### src/rtl/sensor_cmd_router.sv
// UART-facing command router: one ASCII byte selects a sensor channel, whose result
// is returned as NDIG decimal ASCII digits plus CR over a valid/ready TX stream.
`timescale 1ns/1ps
module sensor_cmd_router #(
    parameter int N_CH        = 4,
    parameter int DATA_W      = 16,
    parameter int NDIG        = 5,
    parameter int TIMEOUT_CYC = 1000000
) (
    input  logic                     clk,
    input  logic                     rst,
    input  logic [7:0]               rx_data,
    input  logic                     rx_valid,
    output logic [7:0]               tx_data,
    output logic                     tx_valid,
    input  logic                     tx_ready,
    output logic [N_CH-1:0]          ch_start,
    input  logic [N_CH*DATA_W-1:0]   ch_data,
    input  logic [N_CH-1:0]          ch_valid,
    output logic                     busy,
    output logic                     err_timeout,
    output logic [2:0]               dbg_state
);

    // TX handshake: a byte moves in any cycle where tx_valid and tx_ready are both
    // high; tx_data is held stable while tx_valid is high and tx_ready is low.

    localparam int CH_W  = (N_CH > 1) ? $clog2(N_CH) : 1;
    localparam int CNT_W = $clog2(TIMEOUT_CYC);
    localparam int BIT_W = (DATA_W > 1) ? $clog2(DATA_W) : 1;
    localparam int IDX_W = $clog2(NDIG + 1);
    localparam int BCD_W = 4 * NDIG;

    function automatic bit digits_fit(input int ndig, input int dw);
        longint unsigned p;
        bit              ovf;
        bit              fit;
        p   = 64'd1;
        ovf = 1'b0;
        for (int i = 0; i < ndig; i++) begin
            if (!ovf) begin
                if (p > (64'hFFFF_FFFF_FFFF_FFFF / 64'd10)) ovf = 1'b1;
                else p = p * 64'd10;
            end
        end
        if (ovf)           fit = 1'b1;
        else if (dw >= 64) fit = 1'b0;
        else               fit = (p > ((64'd1 << dw) - 64'd1));
        return fit;
    endfunction

    if (!digits_fit(NDIG, DATA_W)) begin : g_bad_ndig
        $error("NDIG too small to hold the largest DATA_W-bit value");
    end
    if (N_CH < 1 || N_CH > 10) begin : g_bad_nch
        $error("N_CH must be in 1..10");
    end
    if (TIMEOUT_CYC < 2) begin : g_bad_timeout
        $error("TIMEOUT_CYC must be at least 2");
    end

    typedef enum logic [2:0] {
        S_IDLE    = 3'd0,
        S_START   = 3'd1,
        S_WAIT    = 3'd2,
        S_CONVERT = 3'd3,
        S_SEND    = 3'd4
    } state_t;

    state_t             state_q;
    logic [CH_W-1:0]    ch_sel_q;
    logic [CNT_W-1:0]   wait_cnt_q;
    logic [BIT_W-1:0]   bit_cnt_q;
    logic [DATA_W-1:0]  bin_q;
    logic [BCD_W-1:0]   bcd_q;
    logic [7:0]         reply_q [NDIG+1];
    logic [IDX_W-1:0]   idx_q;
    logic [IDX_W-1:0]   last_q;
    logic [7:0]         tx_data_q;
    logic               tx_valid_q;
    logic [N_CH-1:0]    ch_start_q;
    logic               busy_q;
    logic               err_q;

    logic [DATA_W-1:0]  ch_slice [N_CH];
    logic               sel_valid;
    logic [DATA_W-1:0]  sel_data;
    logic               is_ch;
    logic               is_eol;
    logic [N_CH-1:0]    start_onehot;
    logic [BCD_W-1:0]   bcd_adj;
    logic [BCD_W-1:0]   bcd_d;
    logic [DATA_W-1:0]  bin_d;
    logic [7:0]         digit_ascii [NDIG];
    logic [IDX_W-1:0]   idx_d;

    always_comb begin
        for (int k = 0; k < N_CH; k++) begin
            ch_slice[k] = ch_data[k*DATA_W +: DATA_W];
        end
    end

    assign sel_valid    = ch_valid[ch_sel_q];
    assign sel_data     = ch_slice[ch_sel_q];
    assign is_ch        = (rx_data >= 8'h30) && (rx_data < 8'(8'h30 + N_CH));
    assign is_eol       = (rx_data == 8'h0D) || (rx_data == 8'h0A);
    assign start_onehot = N_CH'(1) << rx_data[3:0];
    assign idx_d        = idx_q + 1'b1;

    // One double-dabble step: add 3 to every nibble >= 5, then shift the binary MSB in.
    always_comb begin
        bcd_adj = bcd_q;
        for (int i = 0; i < NDIG; i++) begin
            if (bcd_q[4*i +: 4] >= 4'd5) bcd_adj[4*i +: 4] = bcd_q[4*i +: 4] + 4'd3;
        end
        bcd_d = {bcd_adj[BCD_W-2:0], bin_q[DATA_W-1]};
        bin_d = bin_q << 1;
        for (int i = 0; i < NDIG; i++) begin
            digit_ascii[i] = 8'h30 + {4'h0, bcd_d[4*(NDIG-1-i) +: 4]};
        end
    end

    always_ff @(posedge clk or negedge rst) begin
        if (!rst) begin
            state_q    <= S_IDLE;
            ch_sel_q   <= '0;
            wait_cnt_q <= '0;
            bit_cnt_q  <= '0;
            bin_q      <= '0;
            bcd_q      <= '0;
            idx_q      <= '0;
            last_q     <= '0;
            tx_data_q  <= '0;
            tx_valid_q <= 1'b0;
            ch_start_q <= '0;
            busy_q     <= 1'b0;
            err_q      <= 1'b0;
            for (int i = 0; i <= NDIG; i++) reply_q[i] <= '0;
        end else begin
            ch_start_q <= '0;
            err_q      <= 1'b0;
            case (state_q)
                S_IDLE: begin
                    if (rx_valid) begin
                        if (is_ch) begin
                            ch_sel_q   <= CH_W'(rx_data[3:0]);
                            ch_start_q <= start_onehot;
                            busy_q     <= 1'b1;
                            state_q    <= S_START;
                        end else if (!is_eol) begin
                            reply_q[0] <= 8'h3F;
                            reply_q[1] <= 8'h0D;
                            last_q     <= IDX_W'(1);
                            idx_q      <= '0;
                            tx_data_q  <= 8'h3F;
                            tx_valid_q <= 1'b1;
                            busy_q     <= 1'b1;
                            state_q    <= S_SEND;
                        end
                    end
                end
                S_START: begin
                    wait_cnt_q <= '0;
                    state_q    <= S_WAIT;
                end
                S_WAIT: begin
                    // A valid in the same cycle as the timeout limit takes priority.
                    if (sel_valid) begin
                        bin_q     <= sel_data;
                        bcd_q     <= '0;
                        bit_cnt_q <= '0;
                        state_q   <= S_CONVERT;
                    end else if (wait_cnt_q == CNT_W'(TIMEOUT_CYC - 1)) begin
                        err_q      <= 1'b1;
                        reply_q[0] <= 8'h45;
                        reply_q[1] <= 8'h0D;
                        last_q     <= IDX_W'(1);
                        idx_q      <= '0;
                        tx_data_q  <= 8'h45;
                        tx_valid_q <= 1'b1;
                        state_q    <= S_SEND;
                    end else begin
                        wait_cnt_q <= wait_cnt_q + 1'b1;
                    end
                end
                S_CONVERT: begin
                    bin_q     <= bin_d;
                    bcd_q     <= bcd_d;
                    bit_cnt_q <= bit_cnt_q + 1'b1;
                    if (bit_cnt_q == BIT_W'(DATA_W - 1)) begin
                        for (int i = 0; i < NDIG; i++) reply_q[i] <= digit_ascii[i];
                        reply_q[NDIG] <= 8'h0D;
                        last_q        <= IDX_W'(NDIG);
                        idx_q         <= '0;
                        tx_data_q     <= digit_ascii[0];
                        tx_valid_q    <= 1'b1;
                        state_q       <= S_SEND;
                    end
                end
                S_SEND: begin
                    if (tx_ready) begin
                        if (idx_q == last_q) begin
                            tx_valid_q <= 1'b0;
                            tx_data_q  <= '0;
                            busy_q     <= 1'b0;
                            state_q    <= S_IDLE;
                        end else begin
                            idx_q     <= idx_d;
                            tx_data_q <= reply_q[idx_d];
                        end
                    end
                end
                default: begin
                    busy_q  <= 1'b0;
                    state_q <= S_IDLE;
                end
            endcase
        end
    end

    assign tx_data     = tx_data_q;
    assign tx_valid    = tx_valid_q;
    assign ch_start    = ch_start_q;
    assign busy        = busy_q;
    assign err_timeout = err_q;
    assign dbg_state   = state_q;

endmodule

### config.mk
export PLATFORM = sky130hd
export DESIGN_NAME = sensor_cmd_router
export DESIGN_NICKNAME = d
export VERILOG_FILES = /design/src/rtl/sensor_cmd_router.sv
export SDC_FILE = /design/constraint.sdc
export NUM_CORES = 1
export LEC_CHECK = 0
export CAP_MARGIN = 20
export CORE_ASPECT_RATIO = 1.4
export CORE_MARGIN = 4
export CORE_UTILIZATION = 35
export CTS_BUF_LIST = sky130_fd_sc_hd__clkbuf_16
export DETAILED_ROUTE_END_ITERATION = 6
export GPL_TIMING_DRIVEN = 0
export PLACE_DENSITY = 0.55
export SLEW_MARGIN = 20
export SYNTH_ARGS = -nofsm -noshare
export SYNTH_HDL_FRONTEND = slang
export SYNTH_SLANG_ARGS = --single-unit
### constraint.sdc
create_clock -name clk -period 2.7 [get_ports clk]
set_input_delay 0.54 -clock clk [delete_from_list [all_inputs] [get_ports clk]]
set_output_delay 0.54 -clock clk [all_outputs]
set_load 0.005 [all_outputs]
Figure 1. Cells coloured by class (run 1).
The bar under the picture is 20 µm long.
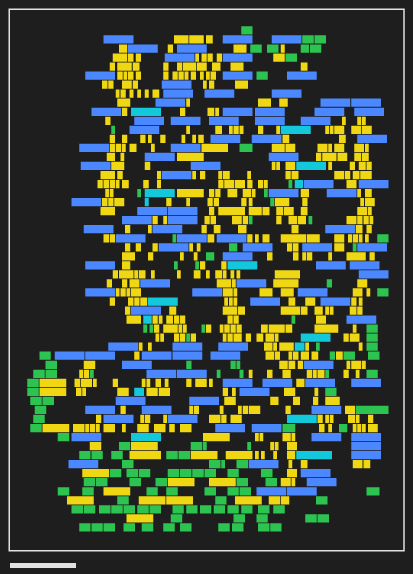
colour	class	cells	share of their area
yellow	all other logic	455	43%
cyan	clock drivers and dummy loads	15	4.0%
green	other buffers and delay cells	132	16%
blue	flops	108	37%
placement row count: 56
core area: 16700 µm²
flop share of the area: 35.9%
Final Core Density: 45.0%

Figure 2. Met1 routing (run 1).
Supply wires on this layer in grey. Cells faint in the background.
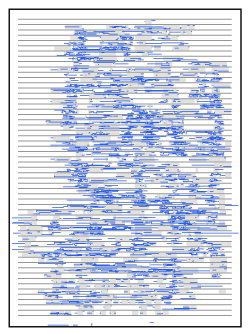
share of all routed wire	39%
wire length on this layer	6100 µm
grt met1 use: 19.1%
Total Wirelength: 15700 µm
via count: 4815

==> flow_summary.yaml, run 1 <==
# flow metrics
setup_path:
  crit_arrival_ns: 2.73
  path_depth: 7
  cp_cell_sequence: "clkdlybuf4s50_1 -> nor4bb_1 -> nand3b_1 -> o211a_1 -> nor3_4 -> o211ai_4 -> mux2_2"
  regToRegStartpoint: "ch_sel_q[1]"
  cp.required_ns: 2.94
  worst_path_max_delay_cell: "nor4bb_1"
  endpoint: "tx_data[0]"
  worst-path-buf-inv: 1
  critPathLaunch: "rx_data[2]"
  cp_top_family: "simple AND/OR/NAND/NOR gates"
  r2r_end: "reply_q[46]"
  reg2reg_slack_ns: 0.22
  endpoint_kind: "flip-flop"
  cp_max_fo: 8
  critPathLaunchType: "primary input"
  max_stage_delay_ns: 0.56
logic_synthesis:
  synthMuxAreaShare_pct: 13.1
  ys_sh_adder_pct: 2.72
  synth.distinct_cells: 56
  ys_seq_share_pct: 45.3
  simple_gate_area_share_pct: 19.4
  edf_count: 0
  synth_stat.cells: 596
  compound_area_share_pct: 12.1
  ys_warn_count: 0
  synth_area_per_cell_um2: 10.0
  ys_sh_xor_pct: 3.81
  ys_top_cells_by_count: "dfrtp_1, nand2_1, o21ai_0"
  yosysTopAreaCell: "dfrtp_1"
  synth_chip_area_um2: 5970
  logic_family: "simple AND/OR/NAND/NOR gates"
  synthTopCellsByArea: "dfrtp_1, mux4_2, o21ai_0, nand2_1, nor2_1"
  fp_nets: 689
  ys_async_sr_fraction_pct: 100
  synthesis.area_um2: 5970
  syn_inst: 596
  yosysTopAreaCellShare_pct: 45.3
placement:
  placedInstanceArea_um2: 7220
  buffer_ports.inserted: 96
  place_ws_ns: -0.207
  detailed_place_hpwl_um: 12200
  gp_congestion: 0.830
  dp.cells: 896
finish:
  largest_reg_flops: 24
  antenna_cells: 0
  fillers: 1603
  inv_count: 19
  seqCellArea_um2: 2700
  layout.nets: 799
  final_cell_mix: "dfrtp_1, clkdlybuf4s50_1, nand2_1"
  comb_area_um2: 3060
  flop-count: 108
  logic_gate_count: 436
  bufAreaShareNonClock_pct: 15.3
  dominant-cell-class: "logic gates"
  clockNetworkAreaShare_pct: 3.87
  nClkBuffers: 9
  layout-drive-gt1-share_pct: 11.3
drt:
  dr_wl_met2_um: 8660
  drt-pass1-iter-count: 4
  via_per_inst: 5.27
  detail-route-antenna-nets: 0
  top_layer: "met4"
  met1Wirelength_um: 6100
  drtIter0Drc: 273
  met3WireLength_um: 438
power:
  p_per_area_nw_per_um2: 716
  p_comb_share_pct: 35.1
  ir_worst_vdd_mv: 0.288
  finalPower_uw: 5390
  p_sw_uw: 1850
  power.leakage_uw: 0.00316
  p_seq_uw: 2180
  clock_power_share_pct: 24.4
  pg_comb_uw: 1900
  power_leader: "registers"
  pwr-share-seq_pct: 40.5
global_route:
  grt_overflow: 0
  grt-busiest-layer: "met2"
  antenna_found_initial: 0
  grt_max_degree: 74
  grt_pass1_wl_um: 26100
  met3_usage_pct: 1.95
  grtUsageTotal_pct: 17.0
cts:
  numCtsBuffers: 9
  postCtsHoldBufs: 0
  htree_levels: 3
  cts_setup_buffers: 0
  clk_path_buf_depth: 2
  cts_root_buf: "clkbuf_16"
  cts_sinks: 108
  cts_resized: 0
  clk_latency_ns: 0.36
sta:
  max_slew_margin_pct: 49.2
  min_period_over_period_pct: 92.3
  rsz0062_at_grt: "no"
  holdWs_ns: 0.0792
  setup_viol: 0
  hold_viol: 0
  final.min_clock_period_ns: 2.49
  fmax_mhz: 401
  fin_skew_ns: 0.00794
  slew_viol_final: 0
min_path:
  hold_class: "in2async"
floorplanning:
  dieWidth_um: 118
  fp.dieArea_um2: 19200
  taps: 203
status:
  status: "complete, no violations"
flow_run:
  maxCapViolCount: 0
Figure 3. Cell sizes after repair (run 1).
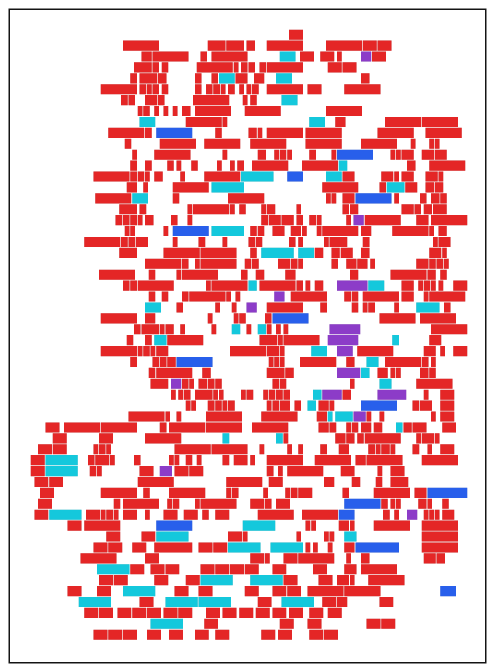
colour	size	cells	share	most used
purple	drive 3 to 4	15	2.1%	buf_4
cyan	drive 2	51	7.2%	mux4_2
red	drive 1 or less	630	89%	dfrtp_1
blue	drive 6 and up	14	2.0%	clkbuf_16
final worst slack: 0.208 ns
area grow syn2layout: 26.2%
fin area: 7540 µm²
bufs w/o clock: 132

Figure 4. Clock distribution (run 1).
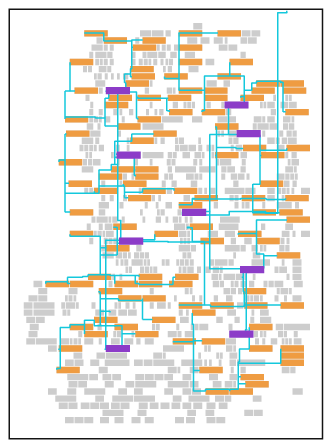

==> inputs of run 2 (changes only) <==
--- a/config.mk
+++ b/config.mk
@@ -6,13 +6,15 @@
 export NUM_CORES = 1
 export LEC_CHECK = 0
 export CAP_MARGIN = 20
+export CELL_PAD_IN_SITES_DETAIL_PLACEMENT = 1
+export CELL_PAD_IN_SITES_GLOBAL_PLACEMENT = 1
 export CORE_ASPECT_RATIO = 1.4
 export CORE_MARGIN = 4
 export CORE_UTILIZATION = 35
 export CTS_BUF_LIST = sky130_fd_sc_hd__clkbuf_16
 export DETAILED_ROUTE_END_ITERATION = 6
 export GPL_TIMING_DRIVEN = 0
-export PLACE_DENSITY = 0.55
+export PLACE_DENSITY = 0.68
 export SLEW_MARGIN = 20
 export SYNTH_ARGS = -nofsm -noshare
 export SYNTH_HDL_FRONTEND = slang
Figure 5. Clock distribution (run 2).
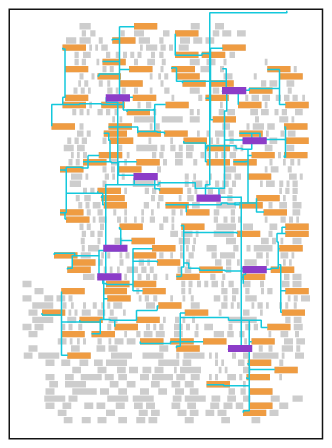
[orange] flip-flops | count: 108
[purple] cells driving clock nets | count: 9
[cyan] clock wires | length: 1430 µm
flops lie	spread over the die
routed clock nets	10
clk_lat worst skew: 0.36 ns
clock network power: 1370 µW
clock skew: 0.00563 ns
clock share of power: 24.9%

==> run 2 against run 1 <==
  * Area after synthesis unchanged
  * Count of clock-buffer cells in the layout unchanged
  * Power increased by 1.8%
  * Via count increased by 2.5%
  * Critical path type is now reg2reg
  * Critical endpoint is now idx_q[2]
  * Highest routed layer unchanged
==> flow_summary.yaml, run 2 <==
# flow metrics
global_route:
  grtUsageTotal_pct: 18.5
  grt_overflow: 0
  grtUsageMet2_pct: 37.3
  antenna_found_initial: 0
  grt-busiest-layer: "met2"
  met3_usage_pct: 1.63
  grt_pass1_wl_um: 28600
  grt_max_degree: 73
  met1_usage_pct: 19.6
floorplanning:
  fp.dieArea_um2: 19200
  rows: 56
  coreArea_um2: 16700
  taps: 203
  die_y_um: 163
  dieWidth_um: 118
logic_synthesis:
  synth_chip_area_um2: 5970
  simple_gate_area_share_pct: 19.4
  ys_sh_xor_pct: 3.81
  yosysTopAreaCellShare_pct: 45.3
  syn_inst: 596
  ys_async_sr_fraction_pct: 100
  synth_stat.cells: 596
  synth_area_per_cell_um2: 10.0
  logic_family: "simple AND/OR/NAND/NOR gates"
  synthMuxAreaShare_pct: 13.1
  synthesis.area_um2: 5970
  ys_seq_share_pct: 45.3
  ys_warn_count: 0
  fp_nets: 689
  synthTopCellsByArea: "dfrtp_1, mux4_2, o21ai_0, nand2_1, nor2_1"
  synth.distinct_cells: 56
  edf_count: 0
  yosysTopAreaCell: "dfrtp_1"
  ys_sh_adder_pct: 2.72
  compound_area_share_pct: 12.1
  ys_top_cells_by_count: "dfrtp_1, nand2_1, o21ai_0"
drt:
  top_layer: "met4"
  met3WireLength_um: 269
  via_per_inst: 5.41
  drt-pass1-iter-count: 4
  wl_per_cell_um: 18.8
  post-route-drc-count: 0
  vias: 4935
  wl_um: 17200
  met1Wirelength_um: 6530
  dr_wl_met2_um: 9960
  drtIter0Drc: 163
  detail-route-antenna-nets: 0
cts:
  clk_path_buf_depth: 2
  cts_setup_buffers: 0
  cts_resized: 0
  postCtsHoldBufs: 0
  cts_root_buf: "clkbuf_16"
  htree_levels: 3
power:
  p_per_area_nw_per_um2: 731
  pg_comb_uw: 1930
  p_comb_share_pct: 35.2
  ir_worst_vdd_mv: 0.352
  p_sw_uw: 1950
  power_leader: "registers"
  pwr-share-seq_pct: 40.0
  intPower_uw: 3550
  power.leakage_uw: 0.00316
  p_seq_uw: 2200
  finalPower_uw: 5490
setup_path:
  critPathLaunch: "wait_cnt_q[0]"
  reg2reg_slack_ns: 0.16
  endpoint_kind: "flip-flop"
  cp_top_family: "simple AND/OR/NAND/NOR gates"
  r2r_end: "idx_q[2]"
  endpoint: "idx_q[2]"
  crit_arrival_ns: 2.77
  cp_max_fo: 9
  regToRegStartpoint: "wait_cnt_q[0]"
  cp.required_ns: 2.94
  critPathLaunchType: "flip-flop"
  path_depth: 9
  max_stage_delay_ns: 0.43
  cp_cell_sequence: "ha_1 -> buf_2 -> nor4bb_1 -> and4_1 -> buf_2 -> a21oi_1 -> or3_4 -> o31ai_1 -> o31ai_1"
  worst-path-buf-inv: 2
  worst_path_max_delay_cell: "or3_4"
placement:
  gp_congestion: 0.832
  buffer_ports.inserted: 96
  placedInstanceArea_um2: 7220
  detailed_place_hpwl_um: 13500
  place_ws_ns: -0.196
  dp.cells: 896
finish:
  area.growth.synth_to_final_pct: 25.9
  layout-drive-gt1-share_pct: 11.0
  antenna_cells: 0
  seqCellArea_um2: 2700
  fillers: 1904
  signal_buffers: 130
  final_cell_mix: "dfrtp_1, clkdlybuf4s50_1, nand2_1"
  logic_gate_count: 436
  bufAreaShareNonClock_pct: 15.1
  largest_reg_flops: 24
  dominant-cell-class: "logic gates"
  inv_count: 19
  fin_cells: 912
  comb_area_um2: 3050
  seq_share_pct: 36.0
  final_util_pct: 44.9
  clockNetworkAreaShare_pct: 3.98
  layout.nets: 797
  finalInstanceArea_um2: 7520
sta:
  fin_ws_ns: 0.163
  fmax_mhz: 394
  setup_viol: 0
  final.min_clock_period_ns: 2.54
  hold_viol: 0
  slew_viol_final: 0
  max_slew_margin_pct: 49.6
  holdWs_ns: 0.0764
  min_period_over_period_pct: 93.9
  rsz0062_at_grt: "no"
status:
  status: "complete, no violations"
flow_run:
  maxCapViolCount: 0
min_path:
  hold_class: "in2async"
Figure 6. The clock network (run 2).
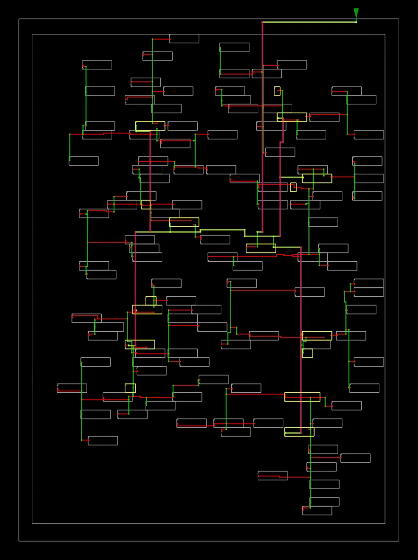
Seq cells: 108
clkbuf count: 9
CTS Buf Count: 9
Num Clock Sinks: 108

Power and IR drop assume default switching activity.
